Run 1, supply network:
Bar = 50 um. Pins as bars on the die edge. Tap cells in grey.
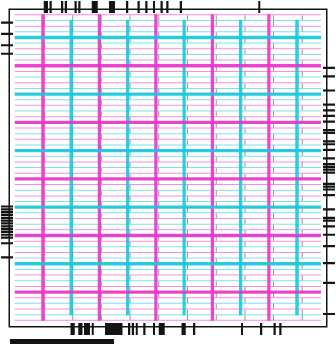
Run 1, placement by cell class:
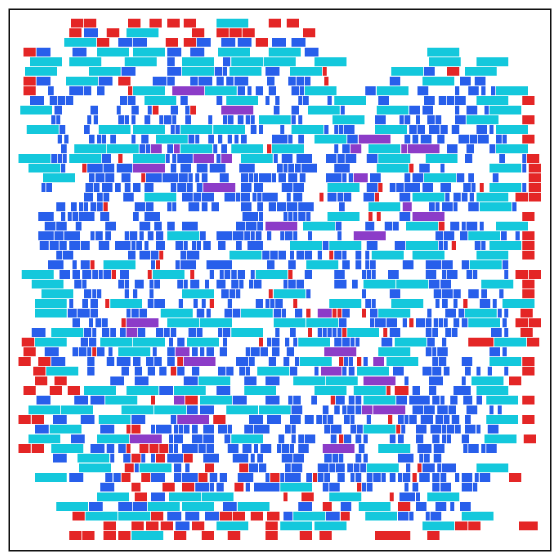
Run 1, clock wires, drivers and flops:
Bar = 50 um.
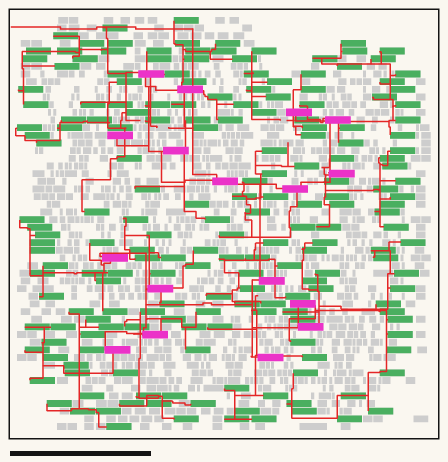
Run 1, signal wires by layer:
Bar = 50 um. Only two layers are drawn.
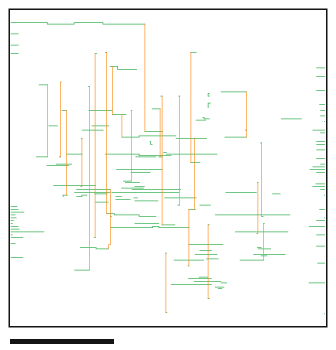
## src/rtl/fp_pkg.sv

```systemverilog
// Shared FP32 definitions for the FP arithmetic unit: field widths, special
// encodings and the divider sequencing states.
package fp_pkg;

    localparam int SIGN_W   = 1;
    localparam int EXP_W    = 8;
    localparam int FRAC_W   = 23;
    localparam int MANT_W   = FRAC_W + 1;
    localparam int EXP_BIAS = 127;

    localparam logic [31:0] QNAN = 32'h7FC0_0000;
    localparam logic [31:0] PINF = 32'h7F80_0000;

    typedef enum logic [2:0] {
        IDLE,
        UNPACK,
        DIVIDE,
        NORM,
        ROUND,
        DONE
    } divState_t;

endpackage

```

## src/rtl/fp_unpack.sv

```systemverilog
// Splits one FP32 operand into sign, biased exponent and 24-bit mantissa with
// the hidden bit restored; denormals are flushed to a signed zero.
module fp_unpack
    import fp_pkg::*;
(
    input  logic [31:0]       op_i,
    output logic              sign_o,
    output logic [EXP_W-1:0]  exp_o,
    output logic [MANT_W-1:0] mant_o,
    output logic              zero_o,
    output logic              inf_o,
    output logic              nan_o
);

    logic [EXP_W-1:0]  expField;
    logic [FRAC_W-1:0] fracField;

    assign sign_o    = op_i[31];
    assign expField  = op_i[30:23];
    assign fracField = op_i[FRAC_W-1:0];

    // A zero exponent field covers both true zero and denormals, which are flushed.
    assign zero_o = (expField == '0);
    assign inf_o  = (expField == '1) && (fracField == '0);
    assign nan_o  = (expField == '1) && (fracField != '0);

    assign exp_o  = expField;
    assign mant_o = zero_o ? '0 : {1'b1, fracField};

endmodule

```

## src/rtl/fp_div.sv

```systemverilog
// Sequential FP32 divider: restoring mantissa division, one quotient bit per
// clock, round-to-nearest-even, fixed latency for every operand class.
module fp_div
    import fp_pkg::*;
#(
    parameter int QBITS = 26
) (
    input  logic        clk,
    input  logic        rst,
    input  logic [31:0] a,
    input  logic [31:0] b,
    input  logic        start,
    output logic [31:0] result,
    output logic        busy,
    output logic        done
);

    localparam int CW = $clog2(QBITS);
    localparam logic [QBITS-1:0] LOW_MASK = (QBITS'(1) << (QBITS - 26)) - QBITS'(1);

    divState_t          state_q;
    logic [31:0]        a_q, b_q;
    logic               sign_q;
    logic signed [9:0]  exp_q;
    logic [MANT_W:0]    rem_q;
    logic [MANT_W-1:0]  div_q;
    logic [QBITS-1:0]   quo_q;
    logic [CW-1:0]      cnt_q;
    logic               nanRes_q, infRes_q, zeroRes_q;
    logic [31:0]        result_q;
    logic               busy_q, done_q;

    logic               signA, signB, zeroA, zeroB, infA, infB, nanA, nanB;
    logic [EXP_W-1:0]   expA, expB;
    logic [MANT_W-1:0]  mantA, mantB;

    fp_unpack unpackA (
        .op_i   (a_q),
        .sign_o (signA),
        .exp_o  (expA),
        .mant_o (mantA),
        .zero_o (zeroA),
        .inf_o  (infA),
        .nan_o  (nanA)
    );

    fp_unpack unpackB (
        .op_i   (b_q),
        .sign_o (signB),
        .exp_o  (expB),
        .mant_o (mantB),
        .zero_o (zeroB),
        .inf_o  (infB),
        .nan_o  (nanB)
    );

    logic signed [9:0] expStart;
    assign expStart = $signed({2'b00, expA}) - $signed({2'b00, expB}) + $signed(10'(EXP_BIAS));

    // Restoring step: the remainder stays below 2*divisor, so 26 bits hold the trial.
    logic [MANT_W+1:0] trial;
    logic              qBit;
    logic [MANT_W:0]   remKeep;
    assign trial   = {1'b0, rem_q} - {2'b00, div_q};
    assign qBit    = ~trial[MANT_W+1];
    assign remKeep = qBit ? trial[MANT_W:0] : rem_q;

    logic [MANT_W-1:0] mantTop;
    logic              guardBit, roundBit, stickyBit, roundUp;
    logic [MANT_W:0]   mantRnd;
    logic signed [9:0] expRnd;
    logic [FRAC_W-1:0] fracRnd;
    logic [31:0]       result_d;

    always_comb begin
        mantTop   = quo_q[QBITS-1 -: MANT_W];
        guardBit  = quo_q[QBITS-MANT_W-1];
        roundBit  = quo_q[QBITS-MANT_W-2];
        stickyBit = (|rem_q) | (|(quo_q & LOW_MASK));
        roundUp   = guardBit & (roundBit | stickyBit | mantTop[0]);
        mantRnd   = {1'b0, mantTop} + {{MANT_W{1'b0}}, roundUp};
        expRnd    = mantRnd[MANT_W] ? exp_q + 10'sd1 : exp_q;
        fracRnd   = mantRnd[MANT_W] ? mantRnd[MANT_W-1:1] : mantRnd[FRAC_W-1:0];

        result_d = {sign_q, expRnd[EXP_W-1:0], fracRnd};
        if (nanRes_q)
            result_d = QNAN;
        else if (infRes_q || expRnd >= 10'sd255)
            result_d = PINF | {sign_q, 31'd0};
        else if (zeroRes_q || expRnd <= 10'sd0)
            result_d = {sign_q, 31'd0};
    end

    always_ff @(posedge clk or negedge rst) begin
        if (!rst) begin
            state_q   <= IDLE;
            a_q       <= '0;
            b_q       <= '0;
            sign_q    <= 1'b0;
            exp_q     <= '0;
            rem_q     <= '0;
            div_q     <= '0;
            quo_q     <= '0;
            cnt_q     <= '0;
            nanRes_q  <= 1'b0;
            infRes_q  <= 1'b0;
            zeroRes_q <= 1'b0;
            result_q  <= '0;
            busy_q    <= 1'b0;
            done_q    <= 1'b0;
        end else begin
            case (state_q)
                IDLE: begin
                    if (start) begin
                        a_q     <= a;
                        b_q     <= b;
                        busy_q  <= 1'b1;
                        state_q <= UNPACK;
                    end
                end
                UNPACK: begin
                    sign_q    <= signA ^ signB;
                    exp_q     <= expStart;
                    rem_q     <= {1'b0, mantA};
                    div_q     <= mantB;
                    quo_q     <= '0;
                    cnt_q     <= '0;
                    nanRes_q  <= nanA | nanB | (zeroA & zeroB) | (infA & infB);
                    infRes_q  <= infA | zeroB;
                    zeroRes_q <= zeroA | infB;
                    state_q   <= DIVIDE;
                end
                DIVIDE: begin
                    rem_q <= {remKeep[MANT_W-1:0], 1'b0};
                    quo_q <= {quo_q[QBITS-2:0], qBit};
                    if (cnt_q == CW'(QBITS - 1))
                        state_q <= NORM;
                    else
                        cnt_q <= cnt_q + 1'b1;
                end
                NORM: begin
                    if (!quo_q[QBITS-1]) begin
                        quo_q <= {quo_q[QBITS-2:0], 1'b0};
                        exp_q <= exp_q - 10'sd1;
                    end
                    state_q <= ROUND;
                end
                ROUND: begin
                    result_q <= result_d;
                    done_q   <= 1'b1;
                    busy_q   <= 1'b0;
                    state_q  <= DONE;
                end
                DONE: begin
                    done_q  <= 1'b0;
                    state_q <= IDLE;
                end
                default: state_q <= IDLE;
            endcase
        end
    end

    assign result = result_q;
    assign busy   = busy_q;
    assign done   = done_q;

endmodule

```

## config.mk

```make
export PLATFORM = sky130hd
export DESIGN_NAME = fp_div
export DESIGN_NICKNAME = d
export VERILOG_FILES = /design/src/rtl/fp_pkg.sv /design/src/rtl/fp_unpack.sv /design/src/rtl/fp_div.sv
export SDC_FILE = /design/constraint.sdc
export NUM_CORES = 1
export LEC_CHECK = 0
export ABC_CLOCK_PERIOD_IN_PS = 5100
export CAP_MARGIN = 40
export CORE_MARGIN = 2
export CORE_UTILIZATION = 51
export DETAILED_ROUTE_END_ITERATION = 16
export GPL_TIMING_DRIVEN = 0
export HOLD_SLACK_MARGIN = 0.1
export PLACE_DENSITY = 0.69
export SYNTH_ARGS = -nofsm -noshare
export SYNTH_HDL_FRONTEND = slang
export SYNTH_HIERARCHICAL = 1
export SYNTH_SLANG_ARGS = --single-unit
```

## constraint.sdc

```tcl
create_clock -name clk -period 5.1 [get_ports clk]
set_clock_uncertainty 0.05 [all_clocks]
set_input_delay 1.02 -clock clk [delete_from_list [all_inputs] [get_ports clk]]
set_output_delay 1.02 -clock clk [all_outputs]
set_load 0.05 [all_outputs]
```

==> results.txt, run 1 <==
run results: outcome=finished clean, ant diodes=0, VDD IR max=378.0 uV, P&R area growth vs syn=17.51%, Slowest Stage Delay on Critical Path=510 ps, synthesis area per yosys=11,160 um2, PwrDens=698.1 nW/um2, cells on worst reg2reg path=13, Hold Path Sink=result[31], io pins=101, Final Hold Fails=0, antenna violations before repair=0, Worst Hold Launch=result[31], RePlAce Congestion=0.9075, Die X=151.9 um, via count=9,084, htree depth=4, Least-Margin Pin Slew=914.7 ps, Post-synth EDFFs=0, unrepaired setup endpoints after global routing=no, leading area contributor after synthesis=dfrtp_1, critical path's top delay family=simple AND/OR/NAND/NOR gates, Synth Instances=1,190, worst hold path stage count=2, First-pass DRT Iterations=5, Placed Area=12,540 um2, CP Capture Type=flop, Min Clock Period, post-route=3531 ps, design area=13,110 um2, post-synth net total=1,297, Leakage Power=5.533 nW, die extent in y=151.9 um, via/cell ratio=5.667, global route overflow=0, most frequent cell after synthesis=dfrtp_1, vias in the first global route=8,971, maxcap violations=0, crit-path max FO=10, # nets final=1,417, IO buf count=100, Detail Placement HPWL=20,540 um, CTS tree=done, Reg2Reg Capture Point=result[11], Resized Gates After CTS=0, Die ar.=23,080 um2, Post-CTS Setup Repair Bufs=0, DR iter-0 viols=631, Root Driver=clkbuf_16, Synth Warn #=6, CP cell instances=and2_1 -> ha_1 -> and2_1 -> nand4_1 -> or3_1 -> o311a_1 -> o41ai_2 -> a211o_1 -> buf_6 -> nand2b_4 -> or2_4 -> buf_12 -> o21ai_2, Worst setup SP type=flop, GR Util All Layers=23.85%, relative slew slack=38.55%, DRC Markers=0, Final ANT Viol Nets=0, Synth Area per Inst=9.378 um2, Avg WL per Cell=16.94 um, worst min-delay path category=flop to flop, Critical Path AT=3820 ps, #FFs+latches synth=195, Area contributors post-synth=dfrtp_1 44%, mux2_2 6.7%, nand2_1 5.3%, Cell Rows=54, share of cells above drive strength 1=11.49%, cycle use final=69.24%, Worst Setup Path Type=flop to flop, WL final=27,150 um, Reg2Reg Setup Slack=1570 ps, Post-CTS Hold Fix Bufs=0, register area share after synthesis=43.73%, tally of unique sky130hd cells used after synthesis=68, Starting Density=51.61%, worst r2r src=quo_q[2], area of the mapped netlist=11,160 um2, worst endpoint required time=5390 ps, Setup violations, final=0, Area leader share=43.73%, fin. max-slew vios=0, Hold WS=430.6 ps, WP buf/inv=2, most used cell, CP=and2_1, pin count of the biggest net entering global routing=121, clock tree buffer depth=2, Async SR Flop Fraction=100.0%, worst-skew pair later-pin latency=450 ps, clock-pin slew on the worst setup and hold paths=80 ps, CTS sink cnt=195, CTS buffer count=17, Synth Flop Type=dfrtp_1, slowest stage cell, crit path=or3_1, synth cell count leaders=195 x dfrtp_1, 158 x nand2_1, 78 x o21ai_0, yosys cell count=1,190, tool warning count=30, first-pass GRT wire length=44,880 um, Placeable Area=21,620 um2, fmax=283.2 MHz
Back to the opening pictures, 'supply network':
| colour | net |
|---|---|
| cyan | VDD |
| magenta | VSS |
tap cells: 280
met5 straps: 10
met4 straps: 10
rows: 54
signal pins: 101

Back to the opening pictures, 'placement by cell class':
| colour | class | cells |
|---|---|---|
| cyan | sequential cells | 195 |
| red | remaining buffers and delay cells | 182 |
| purple | clock drivers and dummy loads | 32 |
| blue | remaining logic cells | 914 |

Back to the opening pictures, 'clock wires, drivers and flops':
[red] clock wires | length: 2,440 um
[magenta] clock-net drivers | count: 17
[green] flip-flops | count: 195
flops lie: spread over the die

Back to the opening pictures, 'signal wires by layer':
| colour | layer | wire length |
|---|---|---|
| green | M3 | 1,080 um |
| orange | M4 | 953 um |

-- run 1: power breakdown --
part           switching (mW)  internal, mW
clock network           0.668         0.650
registers               0.493          2.16
logic                    3.02          2.16
-- run 1: how the worst max path moves through the flow --
stage | from | end | slack (ps) | cells after the start
final | quo_q[2] | result[11] | 1570 | 13
after floorplan | quo_q[2] | result[19] | 2070 | 13
after global placement | rst | b_q[17] | -5210 | 1
after CTS | quo_q[1] | result[17] | 1570 | 13
after detailed placement | start | a_q[19] | 1190 | 5
after global routing | quo_q[1] | result[6] | 1320 | 11
-- run 1: cell families (layout without fill, tap and decap cells) --
kind of cell / count (synthesis) / count (layout) / synth area share [%]
AND/OR/NAND/NOR: 426 / 426 / 19.05
AND-OR/OR-AND: 268 / 268 / 15.81
flip-flops: 195 / 195 / 43.73
buffers and inverters: 135 / 268 / 5.415
multiplexers: 67 / 67 / 6.750
XOR/XNOR: 59 / 59 / 4.631
adder cells (fa/ha/maj): 40 / 40 / 4.619
-- run 1: cell usage in the layout (no fill, tap or decap), drive strengths merged, types with 17 or more instances in the layout --
cell,n
xnor2,29
nand4,17
a21oi,43
nand3,30
nor2,54
dfrtp,195
ha,38
nor4,25
nor3,19
clkbuf,68
nand2,158
mux2,66
a22o,25
buf,32
inv,62
xor2,30
and2,56
o21ai,88
a31oi,26
clkdlybuf4s50,99
-- run 1: worst reg2reg max path: stages, from the launching register on --
cell and delay (ps):
dfrtp_1 430, and2_1 170, ha_1 200, and2_1 160
nand4_1 380, or3_1 520, o311a_1 350, o41ai_2 380
a211o_1 190, buf_6 130, nand2b_4 120, or2_4 130
buf_12 140, o21ai_2 70
-- run 1: through the flow --
stage,instances,setup TNS [ps],power [mW],setup WS [ps],util (%)
floorplan,1190,0,6.457,2066,-
global placement,1570,-1009860,7.699,-5212,57.86
detailed placement,1571,0,7.814,1191,58.02
CTS,1603,0,9.157,1575,60.65
global route,1603,0,9.925,1319,60.65
finish,1603,0,9.154,1569,60.65
-- run 1: registers in the layout, indices dropped and copies added, names as in the netlist, 5 cells and up --
register  cells
a_q          32
b_q          32
result       32
quo_q        26
rem_q        25
div_q        24
exp_q        10
cnt_q         5
-- run 1: metal layers --
layer  wire length (um)  GRT usage, %  vias to the layer above
met3               1080         4.022                       56
met5                  0             0                        -
li1                   -             -                     4434
met2              13050         40.00                      216
met4                952         9.568                        0
met1              12060         30.91                     4378
-- run 1: final cells by class --
class	instances	area, um2
timing repair buffer	101	1033
sequential	195	4880
buffer	81	401.6
clock inverter	15	145.1
tap	280	350.3
multi-input combinational	860	5675
inverter	54	202.7
fill	1900	8507
clock buffer	17	425.4
Run 1, clock routing:
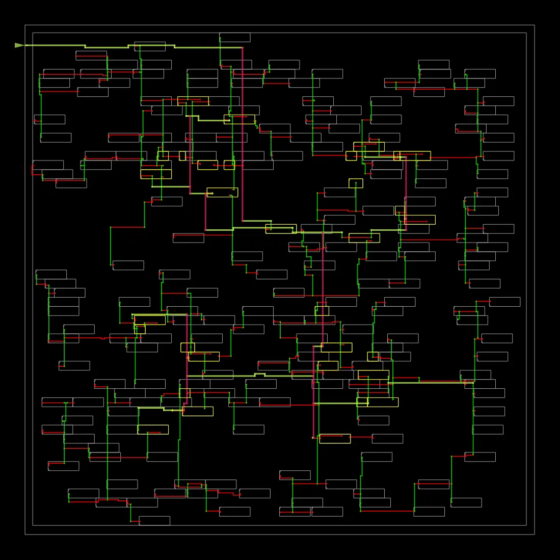

## Run 2: what changed since run 1
--- a/config.mk
+++ b/config.mk
@@ -5,7 +5,7 @@
 export SDC_FILE = /design/constraint.sdc
 export NUM_CORES = 1
 export LEC_CHECK = 0
-export ABC_CLOCK_PERIOD_IN_PS = 5100
+export ABC_CLOCK_PERIOD_IN_PS = 3400
 export CAP_MARGIN = 40
 export CORE_MARGIN = 2
 export CORE_UTILIZATION = 51
==> constraint.sdc (replaced) <==
create_clock -name clk -period 3.4 [get_ports clk]
set_clock_uncertainty 0.05 [all_clocks]
set_input_delay 0.68 -clock clk [delete_from_list [all_inputs] [get_ports clk]]
set_output_delay 0.68 -clock clk [all_outputs]
set_load 0.05 [all_outputs]
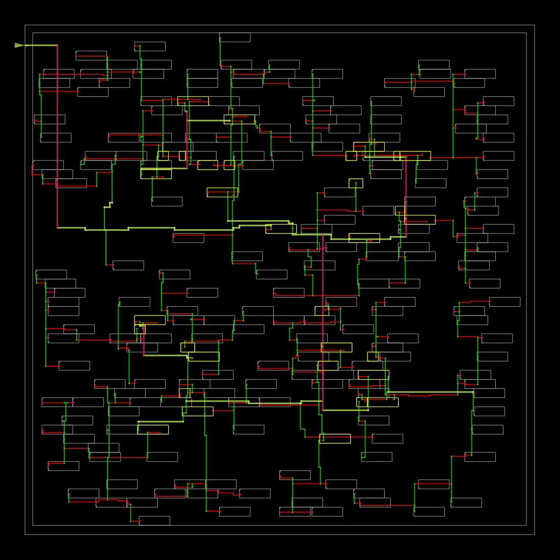
Run 2: clock routing
CTS buffer count: 17
worst-skew pair later-pin latency: 440 ps
clock buf count: 17
clock-net power: 1.98 mW
Flops: 195

==> results.txt, run 2 <==
run results: outcome=finished clean (unchanged), unrepaired setup endpoints after global routing=yes (was no), synth cell count leaders=195 x dfrtp_1, 158 x nand2_1, 78 x o21ai_0 (unchanged), CP Capture Type=flop (unchanged), Synth Warn #=6 (unchanged), Finished Layout Cells=1,608 (was 1,603), Cell Rows=54 (unchanged), Sw Pwr=6.352 mW (was 4.176 mW), switch share=45.59% (was 45.62%), worst r2r src=rem_q[11] (was quo_q[2]), Avg WL per Cell=17.09 um (was 16.94 um), htree depth=4 (unchanged), Top cells excl fill/tap=194 x dfrtp_1, 158 x nand2_1, 99 x clkdlybuf4s50_1 (was 195 x dfrtp_1, 158 x nand2_1, 99 x clkdlybuf4s50_1), via/cell ratio=5.673 (was 5.667), Area contributors post-synth=dfrtp_1 44%, mux2_2 6.7%, nand2_1 5.3% (unchanged), fin. max-slew vios=0 (unchanged), die extent in y=151.9 um (unchanged), ant diodes=0 (unchanged), maxcap violations=0 (unchanged), most frequent cell after synthesis=dfrtp_1 (unchanged), Critical Path AT=3550 ps (was 3820 ps), tool warning count=31 (was 30), Worst Setup Path Type=flop to flop (unchanged), Synth Area per Inst=9.378 um2 (unchanged), worst endpoint required time=3640 ps (was 5390 ps), Min Clock Period, post-route=3304 ps (was 3531 ps), #FFs+latches synth=195 (unchanged), Final Hold Fails=0 (unchanged), Detail Placement HPWL=20,540 um (unchanged), crit-path max FO=10 (unchanged), first-pass GRT wire length=44,990 um (was 44,880 um), CTS tree=done (unchanged), # nets final=1,422 (was 1,417), worst min-delay path category=input port to async pin (was flop to flop), GR Util All Layers=23.90% (was 23.85%), placed instance count=1,571 (unchanged), DR iter-0 viols=648 (was 631), PwrDens=1052 nW/um2 (was 698.1 nW/um2), share of cells above drive strength 1=13.25% (was 11.49%), Root Driver=clkbuf_16 (unchanged), io pins=101 (unchanged), clock tree buffer depth=2 (unchanged), First-pass DRT Iterations=6 (was 5), Synth Flop Type=dfrtp_1 (unchanged), Die ar.=23,080 um2 (unchanged), Synth Instances=1,190 (unchanged), Setup WS post-layout=96.46 ps (was 1569 ps), clock-pin slew on the worst setup and hold paths=80 ps (about the same), Critical path origin=rem_q[11] (was quo_q[2]), yosys cell count=1,190 (unchanged), Least-Margin Pin Slew=925.9 ps (was 914.7 ps), Placeable Area=21,620 um2 (unchanged), register area share after synthesis=43.73% (unchanged), CTS sink cnt=195 (unchanged), VDD IR max=573.2 uV (was 378.0 uV), Comb power frac=57.1% (was 56.6%), IO buf count=100 (unchanged), number of fill cells in the layout=1,877 (was 1,900), Setup violations, final=0 (unchanged), post-synth net total=1,297 (unchanged), vias in the first global route=8,993 (was 8,971), global route overflow=0 (unchanged), Post-CTS Hold Fix Bufs=0 (unchanged), Clk pwr share=14.2% (was 14.4%), leading area contributor after synthesis=dfrtp_1 (unchanged), Async SR Flop Fraction=100.0% (unchanged), Top cell excl fill/tap=dfrtp_1 (unchanged), P&R area growth vs syn=18.67% (was 17.51%), Starting Density=51.61% (unchanged), Die X=151.9 um (unchanged), Final ANT Viol Nets=0 (unchanged), via count=9,122 (was 9,084), RePlAce Congestion=0.9075 (unchanged), Worst setup SP type=flop (unchanged), antenna violations before repair=0 (unchanged), DRC Markers=0 (unchanged), WL final=27,470 um (was 27,150 um), cycle use final=97.16% (was 69.24%), Place WS=-169.0 ps (was 1191 ps), Leakage Power=5.589 nW (was 5.533 nW), Post-synth EDFFs=0 (unchanged), Flop pwr share=28.7% (was 29.0%), area of the mapped netlist=11,160 um2 (unchanged), tally of unique sky130hd cells used after synthesis=68 (unchanged), synthesis area per yosys=11,160 um2 (unchanged), fmax=302.7 MHz (was 283.2 MHz), Area leader share=43.73% (unchanged), relative slew slack=37.80% (was 38.55%), internal power=7.582 mW (was 4.978 mW), pin count of the biggest net entering global routing=121 (unchanged)
-- run 2: power by group through the flow --
stage | clock network (mW) | logic [mW] | registers, mW
finish | 1.98 | 7.96 | 4.00
global route | 2.12 | 8.83 | 4.11
CTS | 2.01 | 7.75 | 3.99
detailed placement | 0 | 7.69 | 4.03
global placement | 0 | 7.54 | 4.01
floorplan | 0 | 5.67 | 4.02
-- run 2: layer usage --
metal / vias up / global-route usage [%] / routed length (um) / part of all wire [%]
met5: - / 0 / 0 / 0
met2: 210 / 39.98 / 13260 / 48
met4: 0 / 9.835 / 886 / 3.2
met3: 49 / 3.993 / 1032 / 3.8
li1: 4441 / - / - / -
met1: 4422 / 31.00 / 12300 / 45
-- run 2: repair_timing --
item,4_1_cts,5_1_grt
endpoints found under the hold margin,0,0
endpoints found under the setup margin,22,61
pin swaps,1,3
setup buffers,2,5
gates resized,1,23
-- run 2: layout make-up --
class / count / area, um2 / share of cell area, %
clock buffers: 17 / 425.4 / 3.212
plain buffers: 79 / 399.1 / 3.014
repair buffers: 108 / 1090 / 8.229
flip-flops and latches: 195 / 4881 / 36.86
multi-input cells: 860 / 5749 / 43.41
inverters: 54 / 202.7 / 1.531
clock inverters: 15 / 145.1 / 1.096
well taps: 280 / 350.3 / 2.646
-- run 2: worst paths after layout --
kind                         endpoint  slack (ps)  cells past startpoint
hold / removal             result[23]         150                      1
hold reg to reg            result[31]         430                      2
setup / recovery            rem_q[22]         100                     11
min in group clk           result[31]         430                      2
max in group asynchronous      b_q[4]        2140                      2
setup reg to reg            rem_q[22]         100                     11
-- run 2: logic make-up (layout without fill, tap and decap cells) --
family                   Yosys count  count (layout)  share of synthesized area, %
AND/OR/NAND/NOR                  426             426                         19.05
AND-OR/OR-AND                    268             268                         15.81
flip-flops                       195             195                         43.73
buffers and inverters            135             273                         5.415
multiplexers                      67              67                         6.750
XOR/XNOR                          59              59                         4.631
adder cells (fa/ha/maj)           40              40                         4.619
-- run 2: critical path, cell delays in order, from the launching register on --
cell and delay (ps):
dfrtp_1 470, ha_2 420, and3_1 200, and3_1 170, o311ai_0 230, a211o_1 350, and4_1 200, or2_2 280
clkbuf_1 160, clkbuf_2 240, a211oi_1 310, a31oi_1 70
-- run 2: per-stage QoR --
| step | hold slack (ps) | utilization (%) | TNS, ps | cell area (um2) | total power, mW |
|---|---|---|---|---|---|
| after floorplan | 334.4 | - | 0 | 11160 | 9.686 |
| after global placement | 402.7 | 57.86 | -1283000 | 12510 | 11.55 |
| after detailed placement | 414.4 | 58.02 | -8583 | 12540 | 11.72 |
| after CTS | 165.5 | 60.76 | 0 | 13140 | 13.75 |
| after global routing | 194.7 | 61.25 | -9.775 | 13240 | 15.06 |
| final | 153.9 | 61.25 | 0 | 13240 | 13.93 |
Power figures rest on the tool's default switching activity, not on a simulated workload.
